<file path="config.mk">
export PLATFORM = sky130hd
export DESIGN_NAME = avl_bus_wrr_arb
export DESIGN_NICKNAME = d
export VERILOG_FILES = /design/src/rtl/avl_bus_wrr_arb.sv
export SDC_FILE = /design/constraint.sdc
export NUM_CORES = 1
export LEC_CHECK = 0
export CORE_MARGIN = 4
export CORE_UTILIZATION = 55
export CTS_CLUSTER_DIAMETER = 200
export DETAILED_ROUTE_END_ITERATION = 10
export PLACE_DENSITY = 0.82
export SKIP_LAST_GASP = 1
export SYNTH_ARGS = -nofsm -noshare
export SYNTH_HDL_FRONTEND = slang
export SYNTH_SLANG_ARGS = --single-unit
</file>
<file path="constraint.sdc">
create_clock -name clk -period 3.61 [get_ports clk]
set_input_delay 0.722 -clock clk [delete_from_list [all_inputs] [get_ports clk]]
set_output_delay 0.722 -clock clk [all_outputs]
set_load 0.01 [all_outputs]
</file>
<file path="src/rtl/avl_bus_wrr_arb.sv">
// Weighted round-robin, burst-aware master select for the N-to-1 Avalon concentrator.
// Registered sel/grant_valid/locked; write bursts hold the grant until the final beat.

module avl_bus_wrr_arb_lane #(
    parameter int WEIGHT_WIDTH = 4
) (
    input  logic [WEIGHT_WIDTH-1:0] weight,
    output logic [WEIGHT_WIDTH-1:0] load
);
    assign load = (weight == '0) ? WEIGHT_WIDTH'(1) : weight;
endmodule

module avl_bus_wrr_arb #(
    parameter int MASTER_NUM   = 4,
    parameter int WEIGHT_WIDTH = 4,
    parameter int BURST_WIDTH  = 8,
    parameter int SEL_WIDTH    = $clog2(MASTER_NUM)
) (
    input  logic                               clk,
    input  logic                               rest,
    input  logic [MASTER_NUM-1:0]              request,
    input  logic [MASTER_NUM*WEIGHT_WIDTH-1:0] weight,
    input  logic                               out_read,
    input  logic                               out_write,
    input  logic                               out_request_ready,
    input  logic                               out_begin_burst,
    input  logic [BURST_WIDTH-1:0]             out_burst_count,
    output logic [SEL_WIDTH-1:0]               sel,
    output logic                               grant_valid,
    output logic                               locked
);
    typedef enum logic [1:0] {IDLE, GRANT, LOCK} state_t;

    state_t                  state_q, state_d;
    logic [SEL_WIDTH-1:0]    sel_d, last_q, last_d;
    logic [WEIGHT_WIDTH-1:0] credit_q, credit_d, credit_dec;
    logic [BURST_WIDTH-1:0]  beats_q, beats_d;

    logic [MASTER_NUM-1:0][WEIGHT_WIDTH-1:0] weight_arr, load_arr;
    assign weight_arr = weight;

    for (genvar i = 0; i < MASTER_NUM; i++) begin : g_lane
        avl_bus_wrr_arb_lane #(.WEIGHT_WIDTH(WEIGHT_WIDTH)) u_lane (
            .weight (weight_arr[i]),
            .load   (load_arr[i])
        );
    end

    logic acc, burst_start, cmd_done;
    logic any_found, other_found;
    logic [SEL_WIDTH-1:0] any_idx, other_idx;

    assign acc         = grant_valid & out_request_ready & (out_read | out_write);
    assign burst_start = out_write & out_begin_burst & (out_burst_count > BURST_WIDTH'(1));
    assign credit_dec  = (credit_q == '0) ? '0 : credit_q - WEIGHT_WIDTH'(1);

    function automatic logic [SEL_WIDTH-1:0] rr_idx(input logic [SEL_WIDTH-1:0] base, input int off);
        int sum;
        sum = (int'(base) + off) % MASTER_NUM;
        return SEL_WIDTH'(sum);
    endfunction

    // Descending scan: the lowest cyclic offset from last+1 is written last and wins.
    // The "other" search stops one short so the current owner (== last) is excluded.
    always_comb begin
        any_found   = 1'b0;
        any_idx     = '0;
        other_found = 1'b0;
        other_idx   = '0;
        for (int off = MASTER_NUM; off >= 1; off--) begin
            if (request[rr_idx(last_q, off)]) begin
                any_found = 1'b1;
                any_idx   = rr_idx(last_q, off);
            end
        end
        for (int off = MASTER_NUM - 1; off >= 1; off--) begin
            if (request[rr_idx(last_q, off)]) begin
                other_found = 1'b1;
                other_idx   = rr_idx(last_q, off);
            end
        end
    end

    always_comb begin
        state_d  = state_q;
        sel_d    = sel;
        last_d   = last_q;
        credit_d = credit_q;
        beats_d  = beats_q;
        cmd_done = 1'b0;
        case (state_q)
            IDLE: begin
                if (any_found) begin
                    state_d  = GRANT;
                    sel_d    = any_idx;
                    last_d   = any_idx;
                    credit_d = load_arr[any_idx];
                end
            end
            GRANT: begin
                if (acc) begin
                    if (burst_start) begin
                        state_d  = LOCK;
                        beats_d  = out_burst_count - BURST_WIDTH'(1);
                        credit_d = credit_dec;
                    end else begin
                        cmd_done = 1'b1;
                    end
                end else if (!request[sel]) begin
                    if (any_found) begin
                        sel_d    = any_idx;
                        last_d   = any_idx;
                        credit_d = load_arr[any_idx];
                    end else begin
                        state_d = IDLE;
                    end
                end
            end
            LOCK: begin
                if (acc) begin
                    if (beats_q == BURST_WIDTH'(1)) begin
                        beats_d  = '0;
                        cmd_done = 1'b1;
                    end else begin
                        beats_d = beats_q - BURST_WIDTH'(1);
                    end
                end
            end
            default: state_d = IDLE;
        endcase

        // Last credit spent: hand over if someone waits, else start a fresh turn in place.
        if (cmd_done) begin
            state_d = GRANT;
            if (credit_q <= WEIGHT_WIDTH'(1)) begin
                if (other_found) begin
                    sel_d    = other_idx;
                    last_d   = other_idx;
                    credit_d = load_arr[other_idx];
                end else begin
                    credit_d = load_arr[sel];
                end
            end else begin
                credit_d = credit_dec;
            end
        end
    end

    always_ff @(posedge clk or negedge rest) begin
        if (!rest) begin
            state_q     <= IDLE;
            sel         <= '0;
            last_q      <= SEL_WIDTH'(MASTER_NUM - 1);
            credit_q    <= '0;
            beats_q     <= '0;
            grant_valid <= 1'b0;
            locked      <= 1'b0;
        end else begin
            state_q     <= state_d;
            sel         <= sel_d;
            last_q      <= last_d;
            credit_q    <= credit_d;
            beats_q     <= beats_d;
            grant_valid <= (state_d != IDLE);
            locked      <= (state_d == LOCK);
        end
    end
endmodule

</file>
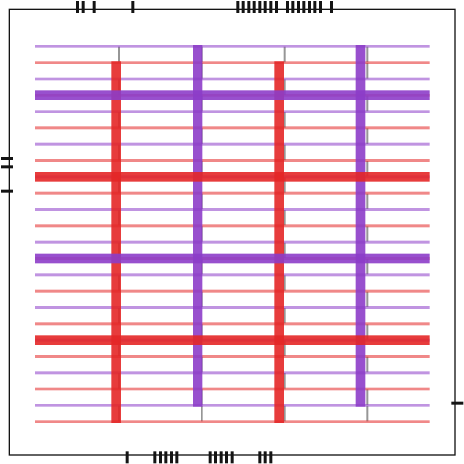
Run 1: floorplan with the power grid
(6 px per um) Pins as bars on the die edge. Tap cells in grey.
Purple shows VDD. Red shows VSS.
4 straps on met5. The core has 23 rows. 38 signal pins sit on the boundary. 4 straps on met4.

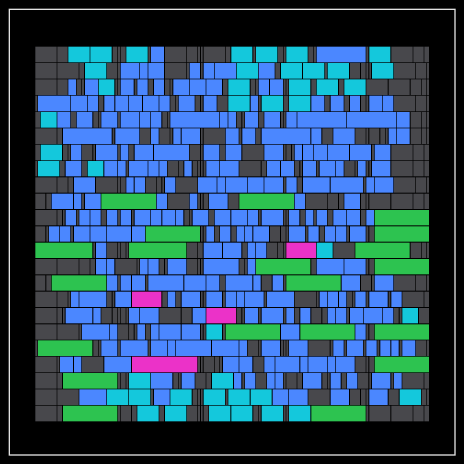
Run 1: cell classes on the final placement
(6 px per um) Fill, decap, tap and diode cells in grey.
Green shows sequential cells, cells 20, share of their area 18%. Blue shows combinational and other logic, cells 256, share of their area 65%. Magenta shows clock drivers and dummy loads, cells 4, share of their area 2.5%. Cyan shows remaining buffers and delay cells, cells 43, share of their area 15%.

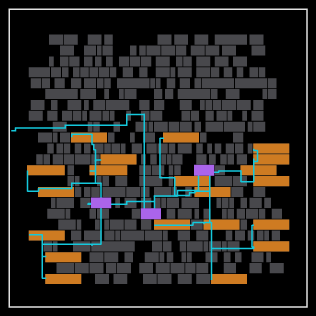
Run 1: routed clock nets over the placement
(4 px per um)
Cyan shows clock wires, length 314 um. Purple shows clock drivers, count 3. Orange shows flip-flops, count 20.
There are 4 routed clock nets.

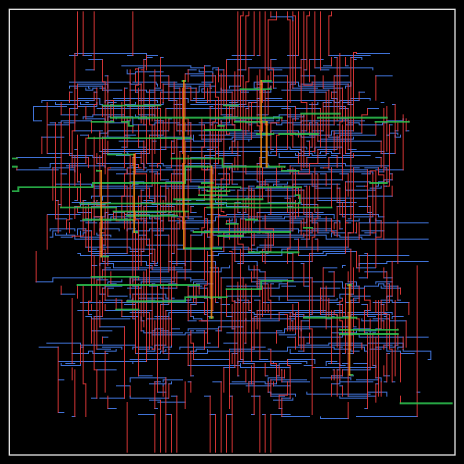
Run 1: metal layers overlaid
(6 px per um)
Red shows metal 2, wire length 3190 um. Orange shows metal 4, wire length 117 um. Blue shows metal 1, wire length 3010 um. Green shows metal 3, wire length 460 um.

==> flow_summary.toml, run 1 <==
# yosys + openroad results
[status]
outcome = "finished, final reports clean"

[global_routing]
grt-busiest-layer = "met2"
grt_pass1_wl_um = 11310
grt_pass1_vias = 2376
grt_overflow = 0

[final_layout]
comb_area_share = 0.6174
buffers = 43
seq_share = 0.1754
antenna_cells = 0
largest-register = "beats_q"
logic_area_um2 = 1770
flops = 20
finalInstanceArea_um2 = 2868

[drt]
vias = 2541
route.met2.wl_um = 3185
drt-vias-per-instance = 6.812
wl_met1_um = 3011
dr.pass1.iters = 5
drt-initial-drc-count = 272
routedWlPerCell_um = 18.16
top_layer = "met4"
detail-route-antenna-nets = 0

[clock_network]
cts_resized = 0
numCtsBuffers = 3
clock-root-buffer = "clkbuf_8"
holdBufCountCts = 0

[synthesis]
synth-edff-count = 0
syn-cell-area_um2 = 2400
ys_top_cells_by_count = "nand2_1, a21oi_1, nor3_1, dfrtp_1, nor2_1"
ys_sh_aoi = 0.3311
synthesis.nets = 336
area_leaders = "dfrtp_1, mux4_2, ha_1"
synth_cell_types = 67
yosysSeqAreaShare = 0.2096
synthXorXnorAreaFrac = 0.02555
mux_area_frac = 0.1074
flop_cell = "dfrtp_1"
async_reset_ff_frac = 1.000
synth-adder-area-share = 0.04692

[place]
portBuffers = 37
place_area_um2 = 2796
dp.cells = 369
routabilityCongestion = 0.8989

[power_and_ir_drop]
power_density_nw_per_um2 = 719.9
p_clk_uw = 231
sw_frac_of_total = 0.4706

[worst_hold_path]
hold_start = "beats_q[6]"
holdPathStages = 1
hold_path_class = "register to register"

[critical_path]
criticalPathCategory = "input pin to register"
cp_num_cells = 7
path_buffers = 1
r2r_slack_ns = 1.22
crit_path_end_kind = "register"

[sta]
min_period_ns = 2.889
hold_violations = 0
tns_ns = 0
fin_ws_ns = 0.7210
slew-limit-headroom = 0.3696
finalClockPeriodUsage = 0.8003

[floorplanning]
dieHeight_um = 74.06
rows = 23

[flow_run]
drv_cap = 0
--- run 2 (diff from run 1) ---
- CORE_UTILIZATION: 55 -> 50
- PLACE_DENSITY: 0.82 -> 0.78
- clock period: 3.61 -> 2.6 ns (I/O delays scaled with it)
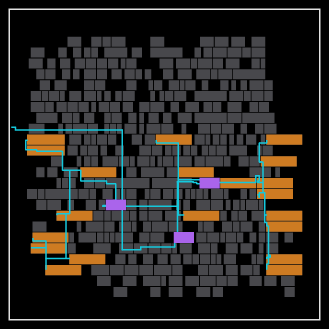
Run 2: routed clock nets over the placement
(4 px per um)
Late-Pin Clk Latency: 0.26 ns
Clock group: 315 uW
clock skew: 0.002179 ns
clock power share: 0.100

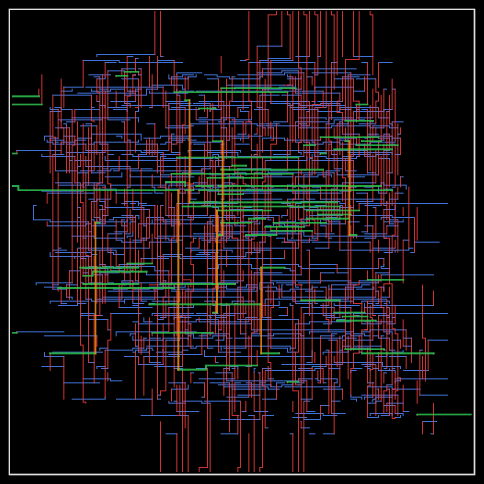
Run 2: metal layers overlaid
(6 px per um)
Orange shows metal 4, wire length 131 um. Green shows metal 3, wire length 559 um. Red shows metal 2, wire length 3560 um. Blue shows metal 1, wire length 3070 um.

==> run 2 against run 1 <==
Net effect: via count is 7.9% higher; synthesized area stayed put; hold slack worse by 0.0036 ns; non-clock buffer count is 43 higher; power is 52% higher; core utilization is 1.8 points higher; count of clock-buffer cells in the layout stayed put; highest routed layer unchanged.
==> flow_summary.toml, run 2 <==
# yosys + openroad results
[global_routing]
grt_pass1_vias = 2660
grt_overflow = 0

[final_layout]
flops = 20
inverters = 12
buffers = 86
nClkBuffers = 3
logic_area_um2 = 1799
finalInstanceArea_um2 = 3222
seq_share = 0.1561
antenna_cells = 0
comb_area_share = 0.5584
largest-register = "beats_q"

[power_and_ir_drop]
sw_frac_of_total = 0.4551
pwr-share-seq = 0.216
power_density_nw_per_um2 = 974.4
comb_power_uw = 2150

[synthesis]
mux_area_frac = 0.1074
synth_cell_types = 67
synthXorXnorAreaFrac = 0.02555
synth-edff-count = 0
synth-adder-area-share = 0.04692
ys_sh_aoi = 0.3311
synthesis.nets = 336
async_reset_ff_frac = 1.000
flop_cell = "dfrtp_1"
ys_top_cells_by_count = "nand2_1, a21oi_1, nor3_1, dfrtp_1, nor2_1"
yosys_warnings = 0
area_leaders = "dfrtp_1, mux4_2, ha_1"
syn-cell-area_um2 = 2400
yosysSeqAreaShare = 0.2096

[clock_network]
numCtsBuffers = 3
cts.sinks = 20
holdBufCountCts = 0
postCtsSetupBuffers = 0
clock-root-buffer = "clkbuf_8"
cts_resized = 2

[floorplanning]
dieArea_um2 = 5972
rows = 24
dieHeight_um = 77.28
ioPinCount = 38

[sta]
fin_ws_ns = 0.08075
slew-limit-headroom = 0.5375
finalClockPeriodUsage = 0.9689
hold_violations = 0
min_period_ns = 2.519
tns_ns = 0

[status]
outcome = "finished, final reports clean"

[place]
dp.cells = 412
place_area_um2 = 3107
routabilityCongestion = 0.9245
portBuffers = 37

[critical_path]
criticalPathCategory = "input pin to register"
cp_num_cells = 8
crit_path_start_kind = "input pin"
worst_ep_required_time_ns = 2.78
crit_path_end_kind = "register"

[drt]
routedWlPerCell_um = 17.52
detail-route-antenna-nets = 0
drt-vias-per-instance = 6.557
wl_met1_um = 3071
vias = 2741
route.met2.wl_um = 3561
dr.pass1.iters = 6
drt-initial-drc-count = 268
top_layer = "met4"

[worst_hold_path]
hold_start = "beats_q[6]"
holdPathStages = 1
hold_path_class = "register to register"

[flow_run]
log.warning_count = 33
drv_cap = 0
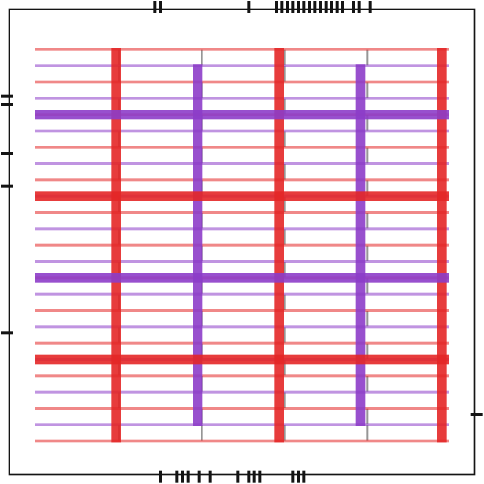
Run 2: floorplan with the power grid
(6 px per um) Pins as bars on the die edge. Tap cells in grey.
Purple shows VDD. Red shows VSS.
52 tap cells. 38 signal pins sit on the boundary. 4 straps on met5. 25 met1 rails follow the rows. 5 straps on met4.

--- run 3 (diff from run 2) ---
- CORE_ASPECT_RATIO: unset -> 1.4
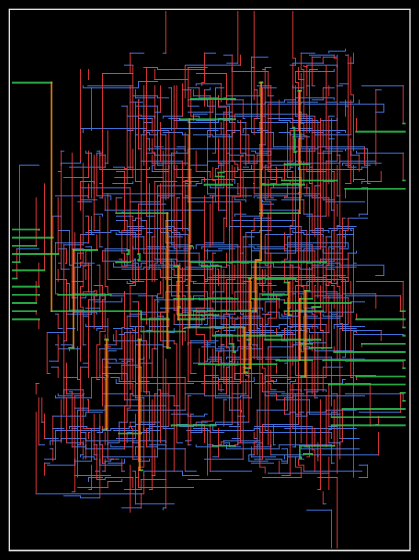
Run 3: metal layers overlaid
(6 px per um)
Red shows metal 2, wire length 3970 um. Blue shows metal 1, wire length 2820 um. Green shows metal 3, wire length 467 um. Orange shows metal 4, wire length 269 um.

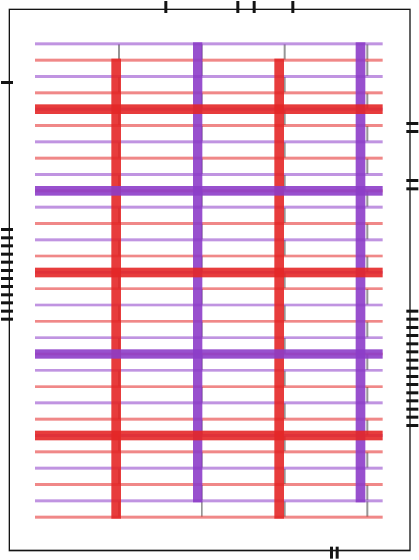
Run 3: floorplan with the power grid
(6 px per um) Pins as bars on the die edge. Tap cells in grey.
Red shows VSS. Purple shows VDD.
62 tap cells. 30 met1 rails follow the rows. The core has 29 rows. 5 straps on met5. 4 straps on met4.

==> run 3 against run 2 <==
Net effect: global-route usage grew 0.52 points; register-to-register slack is essentially flat; via count shrank 0.66%; power grew 0.14%; critical endpoint is now sel[1]; synthesized cell count is the same; fmax grew 1.8%; cell count grew 3.6%; critical path type unchanged; core utilization shrank 0.43 points; largest power group unchanged.
==> flow_summary.toml, run 3 <==
# yosys + openroad results
[place]
portBuffers = 37
routabilityCongestion = 0.8728
place_area_um2 = 3172

[power_and_ir_drop]
combinationalPowerShare = 0.685
p_clk_frac = 0.100
sw_frac_of_total = 0.4511
pwr-share-seq = 0.215
power_density_nw_per_um2 = 967.1
comb_power_uw = 2150
p_clk_uw = 314

[synthesis]
synthXorXnorAreaFrac = 0.02555
area_leaders = "dfrtp_1, mux4_2, ha_1"
ys_sh_aoi = 0.3311
async_reset_ff_frac = 1.000
flop_cell = "dfrtp_1"
synth_cell_types = 67
synthesis.nets = 336
ys_top_cells_by_count = "nand2_1, a21oi_1, nor3_1, dfrtp_1, nor2_1"
yosys_warnings = 0
yosysSeqAreaShare = 0.2096
synth-edff-count = 0
mux_area_frac = 0.1074
syn-cell-area_um2 = 2400
synth-adder-area-share = 0.04692

[drt]
drc = 0
detail-route-antenna-nets = 0
vias = 2723
top_layer = "met4"
routedWlPerCell_um = 17.40
drt-initial-drc-count = 291
drt-vias-per-instance = 6.289
wl_met1_um = 2823
dr.pass1.iters = 5

[critical_path]
cp-endpoint = "sel[1]"
crit_path_end_kind = "register"
r2r_slack_ns = 0.26
crit_chain = "clkdlybuf4s50_1, or4_4, o311ai_2, and4_2, and3_1, a21oi_1, a21oi_1"
crit_path_start_kind = "input pin"
criticalPathCategory = "input pin to register"
worst_ep_required_time_ns = 2.78

[sta]
fin_ws_ns = 0.1250
min_period_ns = 2.475
tns_ns = 0
slew-limit-headroom = 0.6407
fin_worst_skew_ns = 0.005514

[global_routing]
grt_pass1_vias = 2789
grt_overflow = 0

[flow_run]
log.warning_count = 33

[final_layout]
logic_area_um2 = 1775
buffers = 91
finalInstanceArea_um2 = 3251
flops = 20
seq_share = 0.1547
mostFrequentLayoutCells = "buf_4, clkdlybuf4s50_1, nand2_1"
antenna_cells = 0

[clock_network]
holdBufCountCts = 0
clock-root-buffer = "clkbuf_8"
insertion_delay_ns = 0.27
cts_resized = 0
cts.sinks = 20
postCtsSetupBuffers = 0
cts.clk_slew.worst_paths_ns = 0.08
numCtsBuffers = 3

[floorplanning]
rows = 29
dieHeight_um = 89.97
dieArea_um2 = 5988
ioPinCount = 38

[worst_hold_path]
hold_start = "beats_q[6]"
holdPathStages = 1
hold_path_class = "register to register"

[status]
outcome = "finished, final reports clean"
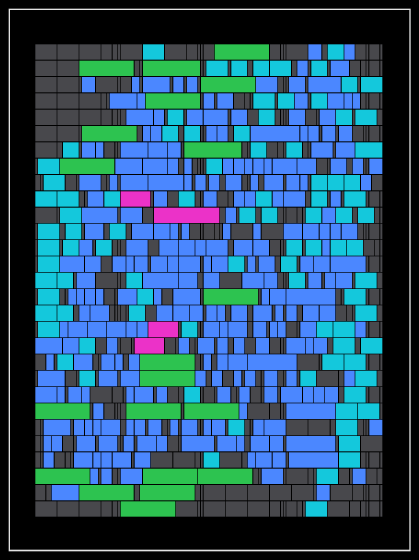
Run 3: cell classes on the final placement
(6 px per um) Fill, decap, tap and diode cells in grey.
Blue shows combinational and other logic, cells 256, share of their area 57%. Green shows sequential cells, cells 20, share of their area 16%. Magenta shows clock drivers and dummy loads, cells 4, share of their area 2.2%. Cyan shows remaining buffers and delay cells, cells 91, share of their area 25%.

Power figures rest on the tool's default switching activity, not on a simulated workload.
